--- src/rtl/freq_divider_monitor.sv ---
// Measures period/high time of the divided clock and checks period against div_exp.
// Latency: results register on the closing rise edge; meas_valid follows for one cycle; no backpressure.
module freq_divider_monitor #(
    parameter int unsigned TOL      = 0,
    parameter int unsigned SETTLE   = 2,
    parameter int unsigned LOCK_CNT = 4
) (
    input  logic        clk,
    input  logic        reset_n,
    input  logic [2:0]  fsel,
    input  logic [31:0] div_exp,
    input  logic        fout,
    input  logic        clr,
    output logic [31:0] period_out,
    output logic [31:0] high_out,
    output logic        meas_valid,
    output logic        locked,
    output logic        err_sticky
);
    localparam int MW = (LOCK_CNT < 1) ? 1 : $clog2(LOCK_CNT + 1);
    localparam int SW = (SETTLE < 1) ? 1 : $clog2(SETTLE + 1);
    localparam logic [MW-1:0] LOCK_MAX = MW'(LOCK_CNT);

    typedef enum logic [1:0] {
        ST_IDLE,
        ST_SETTLE,
        ST_MEASURE
    } state_t;

    state_t         state;
    logic           fout_d;
    logic [2:0]     fsel_d;
    logic [31:0]    pcnt;
    logic [31:0]    hcnt;
    logic [MW-1:0]  mcnt;
    logic [SW-1:0]  scnt;

    logic               rise;
    logic               fsel_chg;
    logic               div_ok;
    logic               tmo;
    logic               match;
    logic               err_set;
    logic signed [32:0] diff;
    logic [32:0]        mag;
    logic [33:0]        limit;

    assign rise     = fout & ~fout_d;
    assign fsel_chg = (fsel != fsel_d);
    assign div_ok   = (div_exp >= 32'd2);

    assign diff  = $signed({1'b0, pcnt}) - $signed({1'b0, div_exp});
    assign mag   = diff[32] ? $unsigned(-diff) : $unsigned(diff);
    assign match = (mag <= 33'(TOL));

    // A select change outranks a timeout, so it is masked here as well as in the FSM.
    assign limit   = {1'b0, div_exp, 1'b0} + 34'(TOL);
    assign tmo     = div_ok & ~rise & ~fsel_chg & ({2'b00, pcnt} > limit);
    assign err_set = tmo | (div_ok & ~fsel_chg & rise & (state == ST_MEASURE) & ~match);

    always_ff @(posedge clk or negedge reset_n) begin
        if (!reset_n) begin
            state      <= ST_IDLE;
            fout_d     <= 1'b0;
            fsel_d     <= 3'd0;
            pcnt       <= 32'd0;
            hcnt       <= 32'd0;
            mcnt       <= '0;
            scnt       <= '0;
            period_out <= 32'd0;
            high_out   <= 32'd0;
            meas_valid <= 1'b0;
            locked     <= 1'b0;
            err_sticky <= 1'b0;
        end else begin
            fout_d     <= fout;
            fsel_d     <= fsel;
            meas_valid <= 1'b0;

            // Counters are held at zero while the divider output is static so that a
            // later switch to a real ratio does not start from a stale, huge count.
            if (!div_ok || tmo) begin
                pcnt <= 32'd0;
                hcnt <= 32'd0;
            end else if (rise) begin
                pcnt <= 32'd1;
                hcnt <= 32'd1;
            end else begin
                if (pcnt != '1) pcnt <= pcnt + 32'd1;
                if (fout && hcnt != '1) hcnt <= hcnt + 32'd1;
            end

            if (err_set)  err_sticky <= 1'b1;
            else if (clr) err_sticky <= 1'b0;

            if (fsel_chg || !div_ok || tmo) begin
                state  <= ST_IDLE;
                mcnt   <= '0;
                locked <= 1'b0;
            end else if (rise) begin
                case (state)
                    ST_IDLE: begin
                        scnt  <= '0;
                        state <= (SETTLE == 0) ? ST_MEASURE : ST_SETTLE;
                    end
                    ST_SETTLE: begin
                        if (32'(scnt) + 32'd1 >= SETTLE) state <= ST_MEASURE;
                        else                             scnt  <= scnt + 1'b1;
                    end
                    ST_MEASURE: begin
                        period_out <= pcnt;
                        high_out   <= hcnt;
                        meas_valid <= 1'b1;
                        if (match) begin
                            if (mcnt < LOCK_MAX) mcnt <= mcnt + 1'b1;
                            if (32'(mcnt) + 32'd1 >= LOCK_CNT) locked <= 1'b1;
                        end else begin
                            mcnt   <= '0;
                            locked <= 1'b0;
                        end
                    end
                    default: state <= ST_IDLE;
                endcase
            end
        end
    end
endmodule

--- config.mk ---
export PLATFORM = sky130hd
export DESIGN_NAME = freq_divider_monitor
export DESIGN_NICKNAME = d
export VERILOG_FILES = /design/src/rtl/freq_divider_monitor.sv
export SDC_FILE = /design/constraint.sdc
export NUM_CORES = 1
export LEC_CHECK = 0
export CORE_MARGIN = 2
export CORE_UTILIZATION = 30
export CTS_CLUSTER_SIZE = 20
export DETAILED_ROUTE_END_ITERATION = 16
export SLEW_MARGIN = 0
export SYNTH_ARGS = -nofsm -noshare
export SYNTH_HDL_FRONTEND = slang
export SYNTH_SLANG_ARGS = --single-unit
--- constraint.sdc ---
create_clock -name clk -period 4.8 [get_ports clk]
set_input_delay 1.2 -clock clk [delete_from_list [all_inputs] [get_ports clk]]
set_output_delay 1.2 -clock clk [all_outputs]
set_load 0.005 [all_outputs]
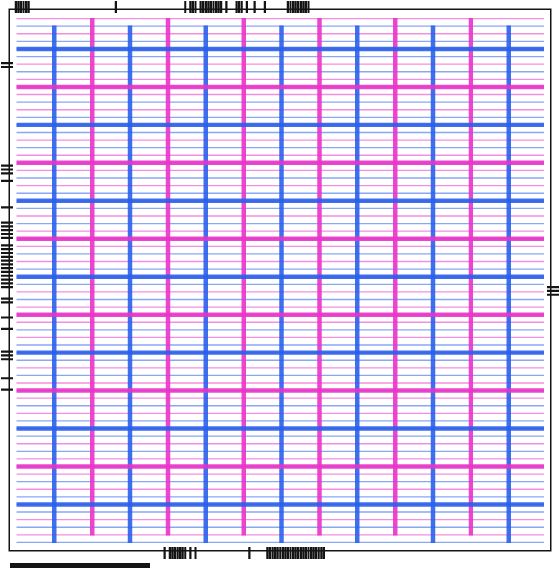
Fig. 1. Supply network (run 1).
Scale bar: 50 um. Pins as bars on the die edge.
VDD -> magenta
VSS -> blue
met4 straps = 13
met5 straps = 13
rows = 69
met1 rails = 70
height of the die: 193.5 um
Max IR drop VDD: 0.0002244 V
core area: 0.03548 mm^2
chip width: 193.5 um

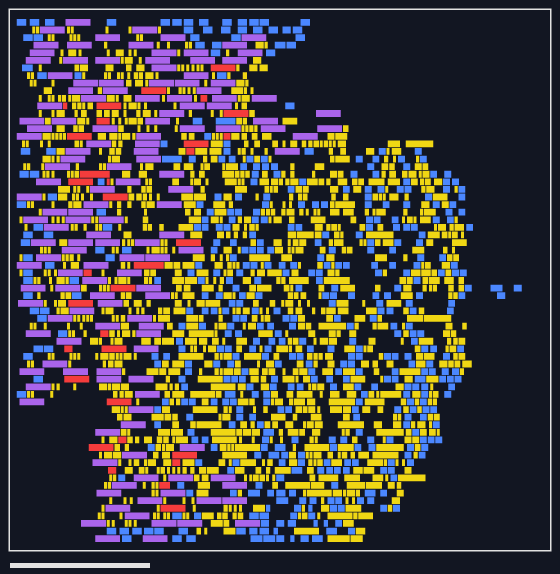
Fig. 2. Cell classes on the final placement (run 1).
Scale bar: 50 um.
registers -> purple  # cells 142, share of their area 22%
clock drivers and dummy loads -> red  # cells 32, share of their area 3.7%
remaining buffers and delay cells -> blue  # cells 485, share of their area 25%
remaining logic cells -> yellow  # cells 1,161, share of their area 50%

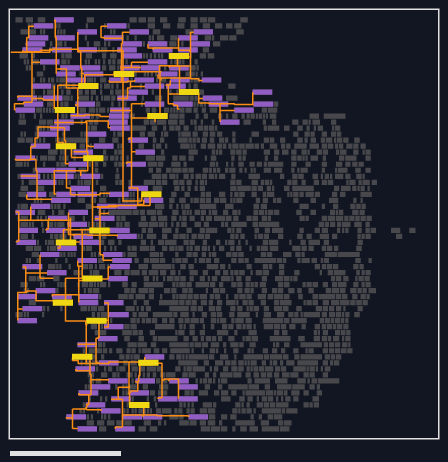
Fig. 3. Clock wires, drivers and flops (run 1).
Scale bar: 50 um.
flip-flops -> purple  # count 142
clock wires -> orange  # length 1,870 um
clock-net drivers -> yellow  # count 17
routed clock nets = 18

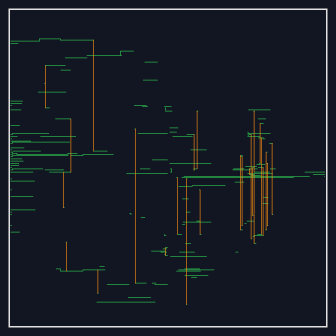
Fig. 4. Signal wires by layer (run 1).
Two of the layers only.
M4 -> orange  # wire length 994 um
M3 -> green  # wire length 1,330 um
gr usage total: 20.58%
Routed WL: 39.08 mm
Routed wire per std cell: 17.13 um

==> qor.csv, run 1 <==
stage;metric;value;unit
timing;finalCritPeriodShare;99.49;%
grt;overflow;0;
logic_synthesis;top_area_share;32.99;%
logic_synthesis;ys_types;93;
timing;post-route-min-period;4.776;ns
power;leakage;0.007806;uW
timing;setup_ws;0.02440;ns
timing;setup_viol;0;
layout;mostFrequentLayoutCell;buf_4;
clock_network;clk_path_buf_depth;2;
logic_synthesis;fp_nets;1456;
timing;holdWs;0.4762;ns
die;core.rowCount;69;
power;swShare;31.29;%
layout;antenna_cells;0;
timing;worst_pin_slew;0.9845;ns
route;drcViolationCount;0;
clock_network;cts_tree;yes;
timing;final_hold_viol_count;0;
die;die_area;0.03744;mm^2
logic_synthesis;syn-cell-area;0.01077;mm^2
timing;clock.fmax;0.2094;GHz
route;via_per_inst;5.178;
layout;layout_top_cells;buf_4 (370), nand2_1 (263), dfrtp_1 (142), nor2_1 (130), clkdlybuf4s50_1 (80);
status;status;complete, no violations;
timing;fin_tns_setup;0;ns
power;pwr-share-clk;36.2;%
route;drt_pass1_iterations;6;
placed_design;dp_hpwl;30.33;mm
power;power_density;222.5;mW/mm^2
clock_network;numCtsBuffers;17;
power;p_comb_share;29.6;%
logic_synthesis;synth_flops;142;
route;dr.max_layer_used;met4;
flow_run;drv_cap;0;
grt;grt_antenna_before_repair;0;
power;switchingPower;1155;uW
critical_path;reg2reg_setup_slack;0.24;ns
route;ant_nets;0;
grt;grt_pass1_wl;62.69;mm
run 1: path summary, 6_finish.rpt:
| path | start | end | depth (start not counted) |
|---|---|---|---|
| max | div_exp[4] | err_sticky | 19 |
| min | period_out[4] | period_out[4] | 2 |
| max reg2reg | pcnt[0] | err_sticky | 19 |
| min reg2reg | period_out[4] | period_out[4] | 2 |
| max in group asynchronous | reset_n | mcnt[1] | 2 |
| min in group asynchronous | reset_n | hcnt[13] | 1 |
run 1: power groups by stage:
stage	clock [uW]	combinational, uW	sequential, uW
after detailed placement	0	920	1280
after global placement	0	904	1280
after floorplan	0	438	1280
after CTS	1360	1020	1260
final	1340	1090	1260
after global routing	1410	1180	1260
run 1: what timing repair did:
item	in CTS	in global routing
endpoints found under the hold margin	0	0
pin swaps	57	38
hold buffers	0	0
resized	176	68
endpoints found under the setup margin	5	5
setup buffers	29	15
run 1: worst max-delay path: stages:
cell	delay (ns)
clkdlybuf4s15_2	0.20
inv_2	0.08
ha_4	0.21
buf_6	0.11
a21o_4	0.21
or3_4	0.39
a2111oi_4	0.40
nand4_4	0.15
buf_6	0.15
buf_4	0.13
nor4_4	0.16
buf_4	0.16
o2111ai_2	0.12
a211oi_2	0.24
buf_4	0.15
o22ai_2	0.07
nor4_2	0.32
nand4_1	0.28
a221o_1	0.36
run 1: routing by layer:
layer | vias up | GRT usage (%)
met5 | - | 0
met4 | 0 | 6.757
met2 | 238 | 34.33
met3 | 55 | 2.981
li1 | 5780 | -
met1 | 5739 | 27.34
run 1: area by class of cell:
| class | instances | area (um^2) |
|---|---|---|
| Fill cell | 3426 | 18900 |
| Multi-Input combinational cell | 1104 | 7712 |
| Timing Repair Buffer | 485 | 3933 |
| Sequential cell | 142 | 3553 |
| Tap cell | 461 | 576.8 |
| Clock buffer | 19 | 442.9 |
| Inverter | 57 | 214.0 |
| Clock inverter | 13 | 152.6 |
run 1: sequential cells by signal (all words and copies together) (netlist names), 2 cells and up:
| register | cells |
|---|---|
| pcnt | 32 |
| hcnt | 32 |
| fsel_d | 3 |
| period_out | 32 |
| state | 2 |
| mcnt | 3 |
| high_out | 32 |
| scnt | 2 |
run 1: logic make-up after synthesis:
logic type,synth area share (%)
xor gates and xnor gates,5.529
and+or+nand+nor,28.83
AOI/OAI and AO/OA,20.18
muxes,0.4995
adders and majority gates,7.968
DFF,32.99
buffers and inverters,4.007
run 1: stage by stage:
step	util [%]	instances	power, uW	area, um^2
after floorplan	-	1349	1716	10780
after global placement	41.61	2208	2183	14770
after detailed placement	41.61	2208	2198	14770
after CTS	45.82	2268	3640	16260
after global routing	46.74	2281	3852	16580
final	46.74	2281	3691	16580
==> run 2: changes to the inputs <==
--- a/config.mk
+++ b/config.mk
@@ -9,7 +9,6 @@
 export CORE_UTILIZATION = 30
 export CTS_CLUSTER_SIZE = 20
 export DETAILED_ROUTE_END_ITERATION = 16
-export SLEW_MARGIN = 0
 export SYNTH_ARGS = -nofsm -noshare
 export SYNTH_HDL_FRONTEND = slang
 export SYNTH_SLANG_ARGS = --single-unit
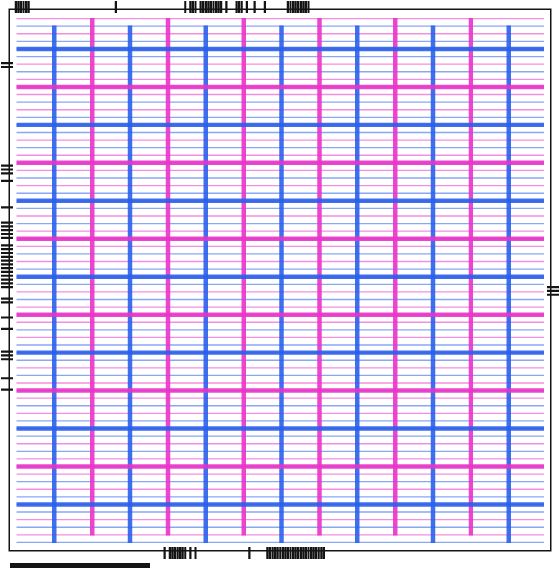
Fig. 5. Supply network (run 2).
Scale bar: 50 um. Pins as bars on the die edge.
VSS -> blue
VDD -> magenta
rows = 69
met4 straps = 13
met5 straps = 13
met1 rails = 70

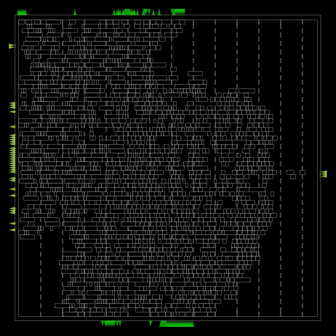
Fig. 6. Cell placement (run 2).
tap cells: 461
final core utilization: 46.74%
filler instances: 3,426
Seq area share: 21.43%

==> run 2 against run 1 <==
Against the previous run: total power unchanged; maximum frequency unchanged; register-to-register slack about the same; utilization unchanged; combinational power about the same; critical path depth unchanged; clock power about the same; cell area unchanged; synthesized area unchanged; first-iteration DRC count unchanged; non-clock buffer count unchanged; via count unchanged; critical path type unchanged.
==> qor.csv, run 2 <==
stage;metric;value;unit
route;dr.max_layer_used;met4;
layout;seqCellArea;0.003553;mm^2
logic_synthesis;fp_nets;1456;
critical_path;ff2ff_path_depth;19;
layout;antenna_cells;0;
min_path;min-delay-start;period_out[4];
power;peakVddDrop;0.0002244;V
die;coreArea;0.03548;mm^2
grt;grtUsageTotal;20.58;%
logic_synthesis;synth_flops;142;
clock_network;cts_tree;yes;
logic_synthesis;syn-cell-area;0.01077;mm^2
timing;finalCritPeriodShare;99.49;%
status;status;complete, no violations;
die;core.rowCount;69;
route;via_per_inst;5.178;
logic_synthesis;ys_types;93;
route;wire_per_inst;17.13;um
route;routed_wirelength;39.08;mm
clock_network;clk_path_buf_depth;2;
critical_path;critPathLaunch;div_exp[4];
flow_run;drv_cap;0;
power;power_density;222.5;mW/mm^2
min_path;holdPathStages;2;
route;drcViolationCount;0;
power;p_comb_share;29.6;%
placed_design;dp_hpwl;30.33;mm
power;pwr-share-clk;36.2;%
timing;fin_tns_setup;0;ns
route;drt_pass1_iterations;6;
power;leakage;0.007806;uW
grt;overflow;0;
die;die_area;0.03744;mm^2
timing;post-route-min-period;4.776;ns
route;ant_nets;0;
layout;mostFrequentLayoutCell;buf_4;
timing;final_hold_viol_count;0;
timing;worst_pin_slew;0.9845;ns
layout;comb_area;0.007712;mm^2
[run 2: cell type report]
cell class	count	area share, %
tap	461	3.478
clock buffer	19	2.671
multi-input combinational	1104	46.50
sequential	142	21.43
clock inverter	13	0.9204
inverter	57	1.290
timing repair buffer	485	23.71
[run 2: final timing paths]
path / to / slack (ns)
worst max-delay path: err_sticky / 0.02
worst min-delay path: period_out[4] / 0.48
worst max register to register: err_sticky / 0.24
worst min register to register: period_out[4] / 0.48
max in group asynchronous: mcnt[1] / 3.01
min in group asynchronous: hcnt[13] / 0.85
[run 2: stage by stage]
step	power, uW	hold WS (ns)	util [%]	setup slack [ns]	instance area (um^2)
3_3_place_gp	2183	0.4591	41.61	-1.192	14770
3_5_place_dp	2198	0.4611	41.61	-1.210	14770
6_report	3691	0.4762	46.74	0.02440	16580
2_1_floorplan	1716	0.4699	-	0.009405	10780
4_1_cts	3640	0.4808	45.82	0.003129	16260
5_1_grt	3852	0.5054	46.74	-0.1170	16580
[run 2: power by group through the flow]
stage | Combinational [uW] | Clock, uW | Sequential [uW]
floorplan | 438 | 0 | 1280
global placement | 904 | 0 | 1280
detailed placement | 920 | 0 | 1280
CTS | 1020 | 1360 | 1260
global route | 1180 | 1410 | 1260
finish | 1090 | 1340 | 1260
[run 2: kinds of logic after synthesis]
logic type / count (synthesis) / share of synthesized area (%)
muxes: 5 / 0.4995
and+or+nand+nor: 657 / 28.83
AOI/OAI and AO/OA: 306 / 20.18
xor gates and xnor gates: 68 / 5.529
DFF: 142 / 32.99
adders and majority gates: 68 / 7.968
buffers and inverters: 103 / 4.007
[run 2: timing repair]
item	CTS	global route
buffers inserted	29	15
endpoints found under the setup margin	5	5
resized	176	68
hold endpoints to repair	0	0
pin swaps	57	38
[run 2: worst max-delay path, cell delays in order]
cell,delay [ns]
clkdlybuf4s15_2,0.20
inv_2,0.08
ha_4,0.21
buf_6,0.11
a21o_4,0.21
or3_4,0.39
a2111oi_4,0.40
nand4_4,0.15
buf_6,0.15
buf_4,0.13
nor4_4,0.16
buf_4,0.16
o2111ai_2,0.12
a211oi_2,0.24
buf_4,0.15
o22ai_2,0.07
nor4_2,0.32
nand4_1,0.28
a221o_1,0.36
[run 2: routing by layer]
metal  GRT usage [%]  up-vias
met5               0        -
met4           6.757        0
met3           2.981       55
met2           34.33      238
met1           27.34     5739
li1                -     5780
Power and IR drop assume default switching activity.
